### config.mk
export PLATFORM = sky130hd
export DESIGN_NAME = enemy_missile_launch_ctrl
export DESIGN_NICKNAME = d
export VERILOG_FILES = /design/src/rtl/enemy_pkg.sv /design/src/rtl/lowest_free_slot_enc.sv /design/src/rtl/enemy_missile_launch_ctrl.sv
export SDC_FILE = /design/constraint.sdc
export NUM_CORES = 1
export LEC_CHECK = 0
export CAP_MARGIN = 30
export CORE_UTILIZATION = 54
export CTS_CLUSTER_SIZE = 20
export DETAILED_ROUTE_END_ITERATION = 7
export PLACE_DENSITY = 0.81
export SLEW_MARGIN = 15
export SYNTH_ARGS = -nofsm -noshare
export SYNTH_HDL_FRONTEND = slang
export SYNTH_SLANG_ARGS = --single-unit
### constraint.sdc
create_clock -name clk -period 2.9 [get_ports clk]
set_input_delay 0.29 -clock clk [delete_from_list [all_inputs] [get_ports clk]]
set_output_delay 0.29 -clock clk [all_outputs]
set_load 0.01 [all_outputs]
### src/rtl/enemy_pkg.sv
// Shared types and helpers for the enemy missile launch path:
// controller states, screen/base geometry and the start-X LFSR step.
package enemy_pkg;

    typedef enum logic [2:0] {
        ST_IDLE,
        ST_WAIT,
        ST_ALLOC,
        ST_LAUNCH,
        ST_DONE
    } launch_state_t;

    localparam int unsigned TGT_IDX_W  = 3;
    localparam int unsigned SLOT_IDX_W = 3;
    localparam int unsigned X_W        = 10;
    localparam int unsigned SCREEN_W   = 640;

    localparam int unsigned DEF_BASE_X0 = 80;
    localparam int unsigned DEF_BASE_X1 = 320;
    localparam int unsigned DEF_BASE_X2 = 560;

    // Galois form of x^10 + x^7 + 1, right-shifting
    localparam logic [X_W-1:0] LFSR_TAPS = 10'h240;
    localparam logic [X_W-1:0] LFSR_SEED = 10'h1A5;

    function automatic logic [X_W-1:0] lfsr_step(input logic [X_W-1:0] v);
        return {1'b0, v[X_W-1:1]} ^ (v[0] ? LFSR_TAPS : '0);
    endfunction

    function automatic logic [X_W-1:0] clip_start_x(input logic [X_W-1:0] v);
        return (v >= X_W'(SCREEN_W)) ? v - X_W'(512) : v;
    endfunction

    // Out-of-range target indices fall back to the centre base
    function automatic logic [X_W-1:0] target_to_x(
        input logic [TGT_IDX_W-1:0] idx,
        input logic [X_W-1:0]       bx0,
        input logic [X_W-1:0]       bx1,
        input logic [X_W-1:0]       bx2
    );
        case (idx)
            3'd0:    return bx0;
            3'd2:    return bx2;
            default: return bx1;
        endcase
    endfunction

endpackage

### src/rtl/lowest_free_slot_enc.sv
// Priority encoder: index of the lowest set slot_free bit plus an any-free flag.
module lowest_free_slot_enc
    import enemy_pkg::*;
#(
    parameter int unsigned NUM_SLOTS = 4
) (
    input  logic [NUM_SLOTS-1:0]  slot_free,
    output logic [SLOT_IDX_W-1:0] slot_idx,
    output logic                  any_free
);

    always_comb begin
        slot_idx = '0;
        any_free = |slot_free;
        // Scan downward so the lowest free index wins
        for (int unsigned i = NUM_SLOTS; i > 0; i--) begin
            if (slot_free[i-1]) begin
                slot_idx = SLOT_IDX_W'(i - 1);
            end
        end
    end

endmodule

### src/rtl/enemy_missile_launch_ctrl.sv
// Paces a wave of enemy missiles: interval wait, free-slot allocation,
// target/start X latch and a valid/ready launch to the slot bank.
module enemy_missile_launch_ctrl
    import enemy_pkg::*;
#(
    parameter int unsigned NUM_SLOTS       = 4,
    parameter int unsigned WAVE_SIZE       = 10,
    parameter int unsigned LAUNCH_INTERVAL = 30,
    parameter int unsigned BASE_X0         = DEF_BASE_X0,
    parameter int unsigned BASE_X1         = DEF_BASE_X1,
    parameter int unsigned BASE_X2         = DEF_BASE_X2
) (
    input  logic                 clk,
    input  logic                 rst_n,
    input  logic                 frame_tick,
    input  logic                 wave_start,
    input  logic                 game_active,
    input  logic [2:0]           target_sel,
    input  logic [NUM_SLOTS-1:0] slot_free,
    input  logic                 launch_ready,
    output logic                 launch_valid,
    output logic [2:0]           launch_slot,
    output logic [9:0]           launch_target_x,
    output logic [9:0]           launch_start_x,
    output logic [7:0]           remaining,
    output logic                 wave_done
);

    localparam int unsigned CNT_W = (LAUNCH_INTERVAL > 1) ? $clog2(LAUNCH_INTERVAL) : 1;
    localparam logic [CNT_W-1:0] CNT_LAST = CNT_W'(LAUNCH_INTERVAL - 1);

    launch_state_t state_q, state_d;

    logic [CNT_W-1:0]      cnt_q, cnt_d;
    logic [7:0]            rem_q, rem_d;
    logic                  done_q, done_d;
    logic                  valid_q, valid_d;
    logic [SLOT_IDX_W-1:0] slot_q, slot_d;
    logic [X_W-1:0]        tx_q, tx_d;
    logic [X_W-1:0]        sx_q, sx_d;
    logic [X_W-1:0]        lfsr_q;

    logic [SLOT_IDX_W-1:0] enc_idx;
    logic                  enc_any;

    lowest_free_slot_enc #(
        .NUM_SLOTS (NUM_SLOTS)
    ) u_enc (
        .slot_free (slot_free),
        .slot_idx  (enc_idx),
        .any_free  (enc_any)
    );

    always_ff @(posedge clk or negedge rst_n) begin
        if (!rst_n) begin
            lfsr_q <= LFSR_SEED;
        end else begin
            lfsr_q <= lfsr_step(lfsr_q);
        end
    end

    always_ff @(posedge clk or negedge rst_n) begin
        if (!rst_n) begin
            state_q <= ST_IDLE;
            cnt_q   <= '0;
            rem_q   <= '0;
            done_q  <= 1'b0;
            valid_q <= 1'b0;
            slot_q  <= '0;
            tx_q    <= '0;
            sx_q    <= '0;
        end else begin
            state_q <= state_d;
            cnt_q   <= cnt_d;
            rem_q   <= rem_d;
            done_q  <= done_d;
            valid_q <= valid_d;
            slot_q  <= slot_d;
            tx_q    <= tx_d;
            sx_q    <= sx_d;
        end
    end

    always_comb begin
        state_d = state_q;
        cnt_d   = cnt_q;
        rem_d   = rem_q;
        done_d  = done_q;
        valid_d = valid_q;
        slot_d  = slot_q;
        tx_d    = tx_q;
        sx_d    = sx_q;

        // Abort overrides every state; wave_done is deliberately left alone
        if (!game_active) begin
            state_d = ST_IDLE;
            valid_d = 1'b0;
            rem_d   = '0;
            cnt_d   = '0;
        end else begin
            unique case (state_q)
                ST_IDLE, ST_DONE: begin
                    if (wave_start) begin
                        state_d = ST_WAIT;
                        rem_d   = 8'(WAVE_SIZE);
                        done_d  = 1'b0;
                        cnt_d   = '0;
                    end
                end
                ST_WAIT: begin
                    if (frame_tick) begin
                        if (cnt_q == CNT_LAST) begin
                            state_d = ST_ALLOC;
                            cnt_d   = '0;
                        end else begin
                            cnt_d = cnt_q + 1'b1;
                        end
                    end
                end
                ST_ALLOC: begin
                    if (enc_any) begin
                        state_d = ST_LAUNCH;
                        valid_d = 1'b1;
                        slot_d  = enc_idx;
                        tx_d    = target_to_x(target_sel, X_W'(BASE_X0),
                                              X_W'(BASE_X1), X_W'(BASE_X2));
                        sx_d    = clip_start_x(lfsr_q);
                    end
                end
                ST_LAUNCH: begin
                    if (launch_ready) begin
                        valid_d = 1'b0;
                        rem_d   = rem_q - 1'b1;
                        cnt_d   = '0;
                        if (rem_q == 8'd1) begin
                            state_d = ST_DONE;
                            done_d  = 1'b1;
                        end else begin
                            state_d = ST_WAIT;
                        end
                    end
                end
                default: begin
                    state_d = ST_IDLE;
                end
            endcase
        end
    end

    assign launch_valid    = valid_q;
    assign launch_slot     = slot_q;
    assign launch_target_x = tx_q;
    assign launch_start_x  = sx_q;
    assign remaining       = rem_q;
    assign wave_done       = done_q;

endmodule

**Run 1: placed standard cells**

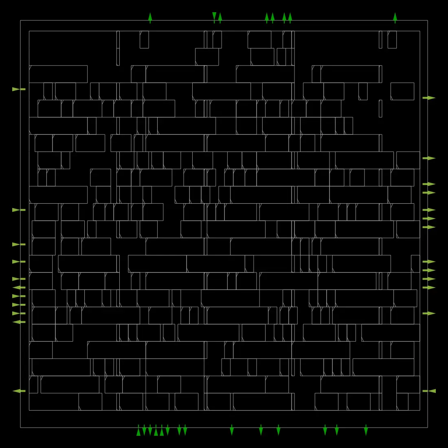
Final Non-Filler Cells: 295
Site Rows: 22

**Run 1: placement density heat map**

The die is cut into 6 by 6 equal tiles; white is low, dark blue is high, 0 to 100% covered.
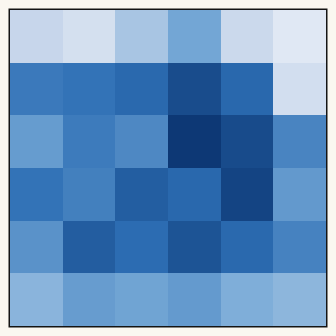
The emptiest ninth of the die: top right. The fullest tile reaches 97%. The mean over all tiles is 62%. 33% of the tiles are over 75% full.

==> qor.yml, run 1 <==
run_status:
  outcome: "completed"
worst_setup_path:
  r2r_start: "state_q[0]$_DFFE_PN0P_"
  worstPathRequired_ns: 3.07
  critPathLaunchType: "input port"
  rrSetupSlack_ns: 1.10
  cp_top_family: "buffers and inverters"
  rr_worst_depth: 4
  regToRegEndpoint: "remaining[3]$_DFFE_PN0P_"
  crit_buf_inv: 3
  crit_path_end_kind: "register"
  path_cells: "clkdlybuf4s50_1 -> buf_4 -> and4bb_2 -> nand2_1 -> buf_4 -> nor3_1 -> a21oi_1"
  path_max_fanout: 14
  cp.arrival_ns: 1.98
  cpMostUsedCell: "buf_4"
  cp_slowest_stage_delay_ns: 0.45
  worst-path-stages: 7
  critical_path.slowest_cell: "clkdlybuf4s50_1"
  crit_type: "in2reg"
synth:
  synth_flops: 44
  edf_count: 0
  syn-cell-area_um2: 2092
  synth-main-ff-cell: "dfrtp_1"
  top_cell_area_share_pct: 46.65
  synth.top_cells.by_count: "40 x nand2_1, 39 x dfrtp_1, 13 x inv_1"
  synth_cell_types: 58
  synthCells: 206
  synth.avg_cell_area_um2: 10.16
  synth.most_common_cell: "nand2_1"
  async_flop_share_pct: 100.0
  synthTopCellsByArea: "dfrtp_1 47%, nand2_1 7.2%, dfstp_2 6.3%, buf_4 2.9%, ha_1 2.4%"
  post-synth-top-area-cell: "dfrtp_1"
  yosys_cells: 206
  yosysWarnings: 0
  ys_seq_share_pct: 52.93
  ys_area_um2: 2092
routing:
  wl_met2_mm: 1.810
  highest_layer: "met4"
  postRouteAntennaNets: 0
  via_per_inst: 5.373
  dr_wl_met3_um: 175
  vias: 1585
  drc: 0
  drtPass1Iterations: 4
  routed_wl_mm: 3.844
  drt_iter0_drc: 82
  met1_length_mm: 1.820
  wl_per_cell_um: 13.03
final_layout:
  seq-cell-share_pct: 42.63
  synthToLayoutAreaGrowth_pct: 24.16
  flop_area_um2: 1107
  clock_area_share_pct: 3.854
  fin_nets: 263
  comb_share_pct: 32.76
  buffers: 43
  utilization_pct: 70.42
  bufAreaShareNonClock_pct: 16.57
  diodes: 0
  inverters_excl_clock: 13
  logic_area_um2: 850.8
  final_area_um2: 2597
  fillers: 288
  n_clock_buffer: 8
  seq_cell_count: 44
  drive_above_1_share_pct: 10.12
  nMultiInputCombCells: 139
  largestClassByArea: "flip-flops and latches"
placement:
  gp_congestion: 0.8289
  pre_cts_ws_ns: 0.7859
  place_inst: 285
  io_buffer_count: 39
  postPlaceCellArea_um2: 2467
  hpwl_mm: 2.688
power:
  comb_power_mw: 0.669
  swShare_pct: 32.75
  powerDensity_nw_per_um2: 730.4
  vdd_drop_max_mv: 0.4081
  maxPowerGroup: "sequential cells"
  power_frac_comb_pct: 35.2
  power_mw: 1.897
  p_leak_nw: 1.188
  pwr-share-seq_pct: 43.2
  p_switching_mw: 0.6213
  p_seq_mw: 0.819
  power.internal_mw: 1.276
  p_clk_share_pct: 21.6
  pg_clk_mw: 0.410
clock_network:
  cts_max_level: 2
  cts_buffer_depth: 2
  post-cts-setup-buffer-count: 0
  numCtsBuffers: 5
  cts_root_buf: "clkbuf_8"
  clkSlewWorstSetupHoldPaths_ns: 0.08
  cts.sink_count: 44
  tritoncts: "built"
  worstSkewPairLatency_ns: 0.29
global_routing:
  track_usage_pct: 21.34
  grt_pass1_vias: 1479
  antenna_found_initial: 0
  grt.met3_usage_pct: 6.429
  overflow: 0
  grt_use_met2_pct: 33.42
  grt_pass1_wl_mm: 6.713
  grt_busiest_layer: "met2"
  grt_util_met1_pct: 28.34
  grt_max_degree: 45
floorplanning:
  initial_core_util_pct: 56.72
  ios: 46
  coreArea_um2: 3689
  tap_cells: 48
  die_w_um: 64.24
  die_h_um: 64.24
  die-area_um2: 4127
timing:
  hold_violations: 0
  setup_violations: 0
  fin_crit_ns: 1.814
  finalMaxSlewViolations: 0
  skew_ns: 0.003022
  grt_setup_unrepaired: "no"
  fin_ws_ns: 1.086
  fin_crit_sh_pct: 62.54
  whs_ns: 0.3768
  finalSetupTns_ns: 0
  fmax_mhz: 551.4
worst_hold_path:
  worstHoldStart: "lfsr_q[9]$_DFF_PN0_"
  worstHoldEndpoint: "lfsr_q[8]$_DFF_PN1_"
  min_path_cells: 0
  min_path_type: "reg2reg"
run:
  max_cap_viol_count: 0
  warning_count: 28
**Run 1: clock distribution**

Scale bar: 20 um.
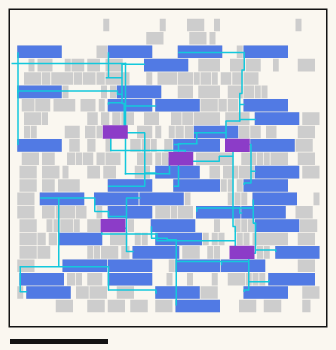
clock drivers: in purple, count 5. clock wires: in cyan, length 498 um. flip-flops: in blue, count 44.
Position of the flops: all over the die.

-- run 1: cells by family after synthesis --
group	Yosys count	synth area share, %
buffers and inverters	28	7.297
and+or+nand+nor	83	19.32
other	1	0.1793
DFF	44	52.93
xor gates and xnor gates	4	1.675
muxes	3	1.495
AOI/OAI and AO/OA	39	14.71
adders and majority gates	4	2.392
-- run 1: how the worst max path moves through the flow --
stage                                start                              to  slack (ns)
detailed placement             game_active  launch_target_x[6]$_DFFE_PN0P_        0.79
finish                         game_active  launch_target_x[6]$_DFFE_PN0P_        1.09
floorplan             cnt_q[1]$_DFFE_PN0P_            cnt_q[3]$_DFFE_PN0P_        1.33
global route        state_q[0]$_DFFE_PN0P_  launch_target_x[5]$_DFFE_PN0P_        0.93
CTS                            game_active  launch_target_x[6]$_DFFE_PN0P_        1.10
global placement               game_active  launch_target_x[6]$_DFFE_PN0P_        0.84
-- run 1: cell usage in the layout, fill, tap and decap left out, drive strengths merged, types with 2 or more instances in the layout --
cell type      Yosys  layout
a211o              3       3
a211oi             2       2
a21o               2       2
a21oi              4       4
a311oi             3       3
a31oi              5       5
and2               2       2
and3               2       2
buf               13       4
clkbuf             2       8
clkdlybuf4s50      0      38
conb               1       6
dfrtp             39      39
dfstp              5       5
ha                 4       4
inv               13      13
mux2i              2       2
nand2             40      40
nand3              5       5
nand4              2       2
nor2              13      13
nor2b              2       2
nor3               3       3
nor4               2       2
o21a               3       3
o21ai              5       5
or3b               2       2
xnor2              3       3
-- run 1: sequential cells by signal, indices dropped and copies added (netlist names) --
signal,count
launch_start_x,10
launch_slot,2
cnt_q,5
launch_target_x,4
remaining,8
launch_valid,1
wave_done,1
state_q,3
lfsr_q,10
-- run 1: what timing repair did --
item                                   in CTS  in global routing
endpoints found under the hold margin       0                 13
hold buffers                                0                  1
resized                                     0                  0
**Run 1: pin placement**

Pins as bars across the die edge, other pins in grey.
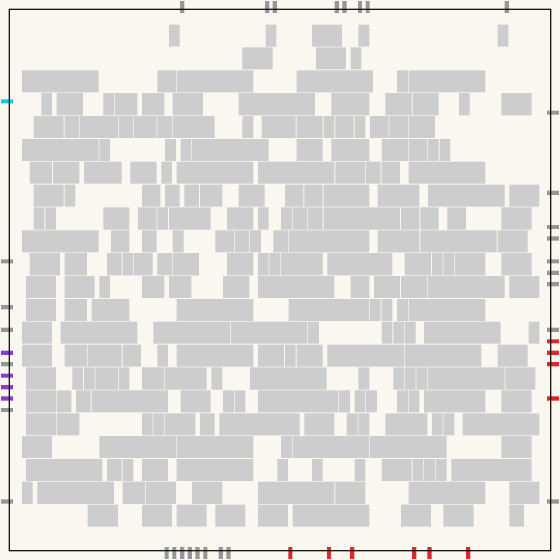

--- run 2 (diff from run 1) ---
--- a/config.mk
+++ b/config.mk
@@ -6,10 +6,10 @@
 export NUM_CORES = 1
 export LEC_CHECK = 0
 export CAP_MARGIN = 30
-export CORE_UTILIZATION = 54
+export CORE_UTILIZATION = 45
 export CTS_CLUSTER_SIZE = 20
 export DETAILED_ROUTE_END_ITERATION = 7
-export PLACE_DENSITY = 0.81
+export PLACE_DENSITY = 0.71
 export SLEW_MARGIN = 15
 export SYNTH_ARGS = -nofsm -noshare
 export SYNTH_HDL_FRONTEND = slang
==> constraint.sdc (replaced) <==
create_clock -name clk -period 1.5 [get_ports clk]
set_input_delay 0.15 -clock clk [delete_from_list [all_inputs] [get_ports clk]]
set_output_delay 0.15 -clock clk [all_outputs]
set_load 0.01 [all_outputs]
**Run 2: pin placement**

Pins as bars across the die edge, other pins in grey.
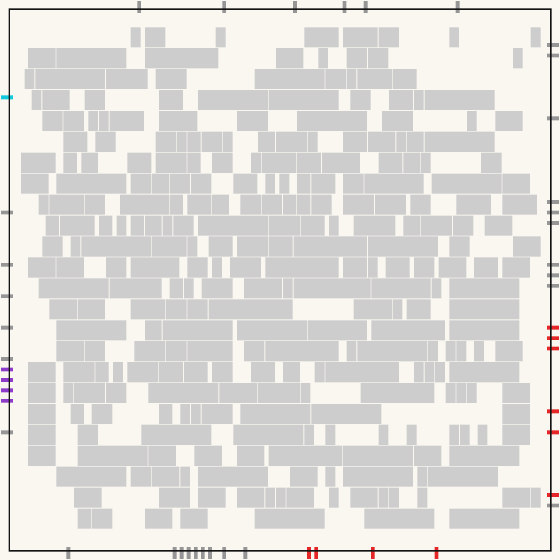
clk: in cyan, pins 1, direction input, edge left. slot_free: in purple, pins 4, direction input, edge left. launch_start_x: in red, pins 10, direction output, edge 6 right, 4 bottom.
All pins by edge: 16 right, 13 bottom, 11 left, 6 top.
Port-buffer cells: 39
chip width: 70.18 um
die height: 70.18 um

==> run 2 against run 1 <==
Net effect:
- the run now ends with negative setup slack left
- worst setup slack got worse by 1.1 ns
- worst hold slack better by 0.0061 ns
- global-route usage is 0.39 points higher
- utilization rose by 0.50 points
- power grew 140%
- via count increased by 9.8%
- first-iteration DRC count up 24%
- register-to-register slack got worse by 1.2 ns
- sequential share of layout area down 7.1 points
- cell count grew 14%
- non-clock buffer count is 38 higher
- routed wire length up 27%
- critical endpoint is now remaining[5]$_DFFE_PN0P_
- largest cell class unchanged
- largest power group is now combinational logic
==> qor.yml, run 2 <==
floorplanning:
  initial_core_util_pct: 47.39  # was 56.72%
  ios: 46  # unchanged
  coreArea_um2: 4414  # was 3689 um^2
  rows: 24  # was 22
  die-area_um2: 4925  # was 4127 um^2
routing:
  via_per_inst: 5.163  # was 5.373
  postRouteAntennaNets: 0  # unchanged
  wl_per_cell_um: 14.51  # was 13.03 um
  vias: 1740  # was 1585
  drt_iter0_drc: 102  # was 82
  routed_wl_mm: 4.891  # was 3.844 mm
power:
  p_switching_mw: 1.498  # was 0.6213 mW
  power_mw: 4.537  # was 1.897 mW
  comb_power_mw: 2.08  # was 0.669 mW
  maxPowerGroup: "combinational logic"  # was sequential cells
  powerDensity_nw_per_um2: 1449  # was 730.4 nW/um^2
  pg_clk_mw: 0.923  # was 0.410 mW
  vdd_drop_max_mv: 0.7723  # was 0.4081 mV
  p_leak_nw: 1.469  # was 1.188 nW
  power_frac_comb_pct: 45.8  # was 35.2%
  pwr-share-seq_pct: 33.9  # was 43.2%
  p_seq_mw: 1.54  # was 0.819 mW
  swShare_pct: 33.01  # was 32.75%
  p_clk_share_pct: 20.3  # was 21.6%
  power.internal_mw: 3.039  # was 1.276 mW
worst_hold_path:
  worstHoldEndpoint: "lfsr_q[5]$_DFF_PN1_"  # was lfsr_q[8]$_DFF_PN1_
  min_path_type: "reg2reg"  # unchanged
  worstHoldStart: "lfsr_q[6]$_DFF_PN0_"  # was lfsr_q[9]$_DFF_PN0_
  min_path_cells: 0  # unchanged
clock_network:
  cts.sink_count: 44  # unchanged
  tritoncts: "built"  # unchanged
  clkSlewWorstSetupHoldPaths_ns: 0.09  # was 0.08 ns
  numCtsBuffers: 5  # unchanged
  worstSkewPairLatency_ns: 0.30  # was 0.29 ns
  cts_buffer_depth: 2  # unchanged
  cts_root_buf: "clkbuf_8"  # unchanged
  cts_max_level: 2  # unchanged
timing:
  grt_setup_unrepaired: "yes"  # was no
  setup_violations: 2  # was 0
  fin_crit_ns: 1.552
  fin_crit_sh_pct: 103.5
  fin_ws_ns: -0.05212  # was 1.086 ns
  worstMarginPinSlew_ns: 0.5538
  finalMaxSlewViolations: 0  # unchanged
  fmax_mhz: 644.3
  skew_ns: 0.003586  # was 0.003022 ns
  hold_violations: 0  # unchanged
final_layout:
  inverters_excl_clock: 13  # unchanged
  final_area_um2: 3131  # was 2597 um^2
  lay_top_count: "nand2_1"  # unchanged
  nMultiInputCombCells: 139  # unchanged
  n_clock_buffer: 5  # was 8
  clock_area_share_pct: 3.717  # was 3.854%
  final_cell_mix: "37 x nand2_1, 36 x dfrtp_1, 34 x clkdlybuf4s50_1"  # was 40 x nand2_1, 39 x dfrtp_1, 38 x clkdlybuf4s50_1
  fin_nets: 301  # was 263
  drive_above_1_share_pct: 33.68  # was 10.12%
  logic_area_um2: 1050  # was 850.8 um^2
  buffers: 81  # was 43
  comb_share_pct: 33.53  # was 32.76%
  largestClassByArea: "flip-flops and latches"  # unchanged
  bufAreaShareNonClock_pct: 23.62  # was 16.57%
  fillers: 329  # was 288
  seq_cell_count: 44  # unchanged
  synthToLayoutAreaGrowth_pct: 49.64  # was 24.16%
  flop_area_um2: 1111  # was 1107 um^2
  diodes: 0  # unchanged
  seq-cell-share_pct: 35.49  # was 42.63%
global_routing:
  grt_max_degree: 45  # unchanged
  antenna_found_initial: 0  # unchanged
  grt_pass1_vias: 1775  # was 1479
  grt_pass1_wl_mm: 8.266  # was 6.713 mm
  track_usage_pct: 21.73  # was 21.34%
  overflow: 0  # unchanged
worst_setup_path:
  r2r_start: "state_q[0]$_DFFE_PN0P_"  # unchanged
  rrSetupSlack_ns: -0.05  # was 1.10 ns
  regToRegEndpoint: "remaining[5]$_DFFE_PN0P_"  # was remaining[3]$_DFFE_PN0P_
  critPathLaunchType: "register"  # was input port
  crit_type: "reg2reg"  # was in2reg
  cp.arrival_ns: 1.74  # was 1.98 ns
  crit_path_end_kind: "register"  # unchanged
  rr_worst_depth: 4  # unchanged
  path_max_fanout: 6  # was 14
  worstPathRequired_ns: 1.69  # was 3.07 ns
synth:
  synth.top_cells.by_count: "40 x nand2_1, 39 x dfrtp_1, 13 x inv_1"  # unchanged
  synth_cell_types: 58  # unchanged
  synth.avg_cell_area_um2: 10.16  # unchanged
  ys_sh_aoi_pct: 14.71  # unchanged
  xor_area_share_pct: 1.675  # unchanged
  synth_flops: 44  # unchanged
  ys_seq_share_pct: 52.93  # unchanged
  ys_top_logic_family: "simple AND/OR/NAND/NOR gates"  # unchanged
  syn-cell-area_um2: 2092  # unchanged
  synth.most_common_cell: "nand2_1"  # unchanged
  top_cell_area_share_pct: 46.65  # unchanged
  yosys-mux-area-fraction_pct: 1.495  # unchanged
  synthCells: 206  # unchanged
  yosysWarnings: 0  # unchanged
  post-synth-top-area-cell: "dfrtp_1"  # unchanged
  async_flop_share_pct: 100.0  # unchanged
  synth-main-ff-cell: "dfrtp_1"  # unchanged
  yosys_cells: 206  # unchanged
  edf_count: 0  # unchanged
  ys_area_um2: 2092  # unchanged
  synthTopCellsByArea: "dfrtp_1 47%, nand2_1 7.2%, dfstp_2 6.3%, buf_4 2.9%, ha_1 2.4%"  # unchanged
placement:
  gp_congestion: 0.7673  # was 0.8289
  hpwl_mm: 3.243  # was 2.688 mm
  postPlaceCellArea_um2: 2705  # was 2467 um^2
run:
  max_cap_viol_count: 0  # unchanged
  warning_count: 31  # was 28
run_status:
  outcome: "finished, violations left"  # was completed
  violations: "negative setup slack"
## run 2: cell counts after synthesis
Identical to the previous run, type by type.
## run 2: timing repair
item                                    CTS  global route
buffers inserted                          6             2
resized                                  23            37
endpoints found under the setup margin   18            20
endpoints found under the hold margin    39             0
hold buffers                              1             0
pin swaps                                 3            13
## run 2: worst max-delay path by stage
stage,startpoint,end,slack [ns],cells after the start
floorplan,state_q[1]$_DFFE_PN0P_,remaining[5]$_DFFE_PN0P_,-0.05,6
global placement,slot_free[0],launch_target_x[6]$_DFFE_PN0P_,-0.26,5
detailed placement,slot_free[0],launch_valid$_DFFE_PN0P_,-0.33,6
CTS,state_q[0]$_DFFE_PN0P_,cnt_q[3]$_DFFE_PN0P_,-0.06,5
global route,state_q[0]$_DFFE_PN0P_,cnt_q[3]$_DFFE_PN0P_,-0.11,6
finish,state_q[0]$_DFFE_PN0P_,remaining[5]$_DFFE_PN0P_,-0.05,4
## run 2: per-stage QoR
step / hold slack [ns] / TNS [ns] / std cells / setup slack (ns) / util [%]
after floorplan: -0.1456 / -0.1639 / 211 / -0.04986 / -
after global placement: 0.2576 / -6.757 / 320 / -0.2637 / 61.28
after detailed placement: 0.2600 / -7.771 / 320 / -0.3341 / 61.28
after CTS: 0.3784 / -0.06087 / 335 / -0.06087 / 67.15
after global routing: 0.3986 / -0.6397 / 337 / -0.1110 / 70.92
final: 0.3829 / -0.1033 / 337 / -0.05212 / 70.92
## run 2: routing by layer
metal,global-route usage [%],routed length [um]
met1,26.40,2142
met2,37.71,2543
met3,5.051,162
met4,7.556,42
met5,0,0
## run 2: worst max-delay path: stages, from the launching register on
cell,delay [ns]
dfrtp_1,0.43
or3b_4,0.50
a311oi_2,0.29
xnor2_1,0.17
nor2_2,0.05
**Run 2: placed standard cells**

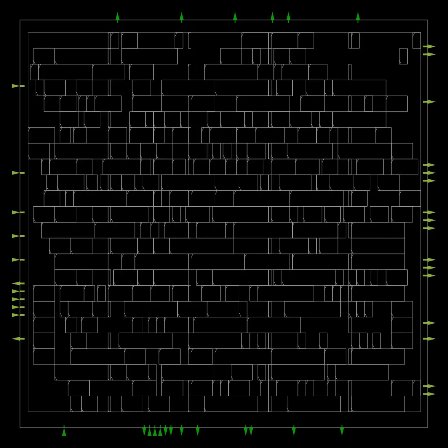

--- run 3 (diff from run 2) ---
--- a/config.mk
+++ b/config.mk
@@ -10,6 +10,7 @@
 export CTS_CLUSTER_SIZE = 20
 export DETAILED_ROUTE_END_ITERATION = 7
 export PLACE_DENSITY = 0.71
+export SKIP_CTS_REPAIR_TIMING = 1
 export SLEW_MARGIN = 15
 export SYNTH_ARGS = -nofsm -noshare
 export SYNTH_HDL_FRONTEND = slang
**Run 3: placed standard cells**

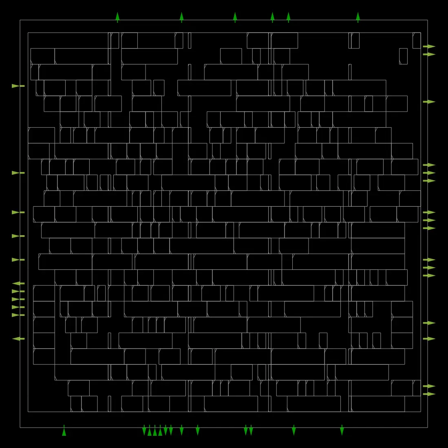
Site Rows: 24
FF+latch count: 44
core area: 4414 um^2
Tapcell Cnt: 52

==> run 3 against run 2 <==
Net effect:
- clock power is 0.5% lower
- final area is 3.8% lower
- critical path type unchanged
- worst hold slack worse by 0.00051 ns
- clock skew hardly changed
- the run still ends with negative setup slack left
- largest power group unchanged
- routed wire length is 5.3% lower
==> qor.yml, run 3 <==
synth:
  synth.top_cells.by_count: "40 x nand2_1, 39 x dfrtp_1, 13 x inv_1"  # unchanged
  ys_seq_share_pct: 52.93  # unchanged
  synthCells: 206  # unchanged
  ys_sh_aoi_pct: 14.71  # unchanged
  syn-cell-area_um2: 2092  # unchanged
  synth-adder-area-share_pct: 2.392  # unchanged
  synth-simple-area-share_pct: 19.32  # unchanged
  async_flop_share_pct: 100.0  # unchanged
  yosysWarnings: 0  # unchanged
  edf_count: 0  # unchanged
  top_cell_area_share_pct: 46.65  # unchanged
  xor_area_share_pct: 1.675  # unchanged
  synth.avg_cell_area_um2: 10.16  # unchanged
  yosys-mux-area-fraction_pct: 1.495  # unchanged
  synth_flops: 44  # unchanged
  synthTopCellsByArea: "dfrtp_1 47%, nand2_1 7.2%, dfstp_2 6.3%, buf_4 2.9%, ha_1 2.4%"  # unchanged
  ys_area_um2: 2092  # unchanged
  yosys_cells: 206  # unchanged
  synth.most_common_cell: "nand2_1"  # unchanged
  ys_top_logic_family: "simple AND/OR/NAND/NOR gates"  # unchanged
  synth_cell_types: 58  # unchanged
  post-synth-top-area-cell: "dfrtp_1"  # unchanged
  synth-main-ff-cell: "dfrtp_1"  # unchanged
clock_network:
  worstSkewPairLatency_ns: 0.30  # about the same
  cts_buffer_depth: 2  # unchanged
  tritoncts: "built"  # unchanged
  cts.sink_count: 44  # unchanged
  cts_max_level: 2  # unchanged
  clkSlewWorstSetupHoldPaths_ns: 0.08  # was 0.09 ns
  numCtsBuffers: 5  # unchanged
  cts_root_buf: "clkbuf_8"  # unchanged
routing:
  wl_per_cell_um: 13.83  # was 14.51 um
  routed_wl_mm: 4.634  # was 4.891 mm
  via_per_inst: 5.140  # was 5.163
  postRouteAntennaNets: 0  # unchanged
  drc: 0  # unchanged
  drt_iter0_drc: 101  # was 102
  drtPass1Iterations: 4  # unchanged
  vias: 1722  # was 1740
global_routing:
  track_usage_pct: 20.12  # was 21.73%
  overflow: 0  # unchanged
  antenna_found_initial: 0  # unchanged
  grt_pass1_wl_mm: 7.728  # was 8.266 mm
  grt_max_degree: 45  # unchanged
  grt_pass1_vias: 1694  # was 1775
timing:
  finalMaxSlewViolations: 0  # unchanged
  setup_violations: 11  # was 2
  fin_crit_sh_pct: 107.8  # was 103.5%
  whs_ns: 0.3824  # was 0.3829 ns
  grt_setup_unrepaired: "yes"  # unchanged
  skew_ns: 0.003148  # was 0.003586 ns
  hold_violations: 0  # unchanged
  relSlewSlack_pct: 63.27  # was 63.08%
  fin_crit_ns: 1.617  # was 1.552 ns
  finalSetupTns_ns: -0.4869  # was -0.1033 ns
  fin_ws_ns: -0.1174  # was -0.05212 ns
  fmax_mhz: 618.3  # was 644.3 MHz
  worstMarginPinSlew_ns: 0.5509  # was 0.5538 ns
placement:
  hpwl_mm: 3.243  # unchanged
  pre_cts_ws_ns: -0.3341  # unchanged
  io_buffer_count: 39  # unchanged
  postPlaceCellArea_um2: 2705  # unchanged
  gp_congestion: 0.7673  # unchanged
  place_inst: 320  # unchanged
run:
  warning_count: 30  # was 31
  max_cap_viol_count: 0  # unchanged
final_layout:
  fillers: 360  # was 329
  flop_area_um2: 1110  # was 1111 um^2
  final_area_um2: 3012  # was 3131 um^2
  utilization_pct: 68.23  # was 70.92%
  synthToLayoutAreaGrowth_pct: 43.96  # was 49.64%
  drive_above_1_share_pct: 29.68  # was 33.68%
  final_cell_mix: "38 x nand2_1, 37 x dfrtp_1, 36 x buf_4"  # was 37 x nand2_1, 36 x dfrtp_1, 34 x clkdlybuf4s50_1
  fin_nets: 299  # was 301
  logic_area_um2: 973.4  # was 1050 um^2
  lay_top_count: "nand2_1"  # unchanged
  layout.cells.non_filler: 335  # was 337
  diodes: 0  # unchanged
power:
  vdd_drop_max_mv: 0.7676  # was 0.7723 mV
  powerDensity_nw_per_um2: 1437  # was 1449 nW/um^2
  p_leak_nw: 1.463  # was 1.469 nW
  power_mw: 4.329  # was 4.537 mW
run_status:
  violations: "negative setup slack"  # unchanged
  outcome: "finished, violations left"  # unchanged
worst_setup_path:
  crit_path_end_kind: "register"  # unchanged
  path_max_fanout: 5  # was 6
  critPathLaunchType: "register"  # unchanged
  crit_type: "reg2reg"  # unchanged
  worstPathRequired_ns: 1.69  # about the same
  cp.arrival_ns: 1.81  # was 1.74 ns
floorplanning:
  ios: 46  # unchanged
  die_w_um: 70.18  # unchanged
  die-area_um2: 4925  # unchanged
  die_h_um: 70.18  # unchanged
  initial_core_util_pct: 47.39  # unchanged
worst_hold_path:
  min_path_type: "reg2reg"  # unchanged
[run 3: cell counts after synthesis]
No cell type changed its count.
[run 3: cell type report]
type / instances / share of cell area, %
clock buffers: 5 / 2.285
clock inverters: 3 / 1.579
inverters: 13 / 1.620
multi-input cells: 140 / 32.32
flip-flops and latches: 44 / 36.85
well taps: 52 / 2.160
repair buffers: 78 / 23.18
[run 3: layer usage]
metal | up-vias | wire, um | part of all wire [%] | global-route usage, %
met5 | - | 0 | 0 | 0
met4 | 0 | 60 | 1.3 | 6.667
met3 | 7 | 188 | 4.1 | 4.906
met2 | 41 | 2326 | 50 | 34.29
met1 | 817 | 2058 | 44 | 24.98
li1 | 857 | - | - | -
[run 3: final timing paths]
path / end / slack (ns) / cells after the start / start
worst min register to register: lfsr_q[7]$_DFF_PN1_ / 0.38 / 0 / lfsr_q[8]$_DFF_PN1_
worst min-delay path: lfsr_q[7]$_DFF_PN1_ / 0.38 / 0 / lfsr_q[8]$_DFF_PN1_
worst max register to register: cnt_q[3]$_DFFE_PN0P_ / -0.12 / 5 / state_q[0]$_DFFE_PN0P_
min in group asynchronous: launch_target_x[4]$_DFFE_PN0P_ / 0.45 / 3 / rst_n
worst max-delay path: cnt_q[3]$_DFFE_PN0P_ / -0.12 / 5 / state_q[0]$_DFFE_PN0P_
max in group asynchronous: launch_valid$_DFFE_PN0P_ / 0.64 / 3 / rst_n
[run 3: worst max-delay path: stages, from the launching register on]
cell and delay, ns:
dfrtp_1 0.42, buf_6 0.14, nor3b_4 0.15, o211a_4 0.27, a211o_1 0.28, a32o_2 0.24
[run 3: where the power goes]
| group | internal, mW | switching, mW | leakage [nW] |
|---|---|---|---|
| logic | 1.04 | 0.850 | 0.830 |
| clock network | 0.501 | 0.417 | 0.0583 |
| registers | 1.37 | 0.152 | 0.575 |

==> screenshots <==
M3 wires.
Plate I
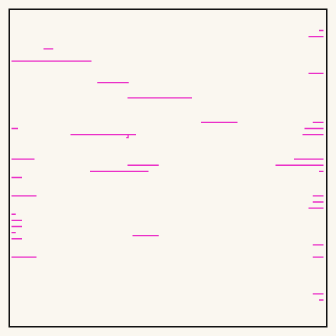
Plate II
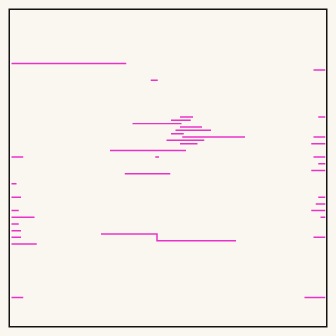
Plate I is run 2.
Plate II is run 1.

No activity file was given, so power comes from the tool's default toggle rates.
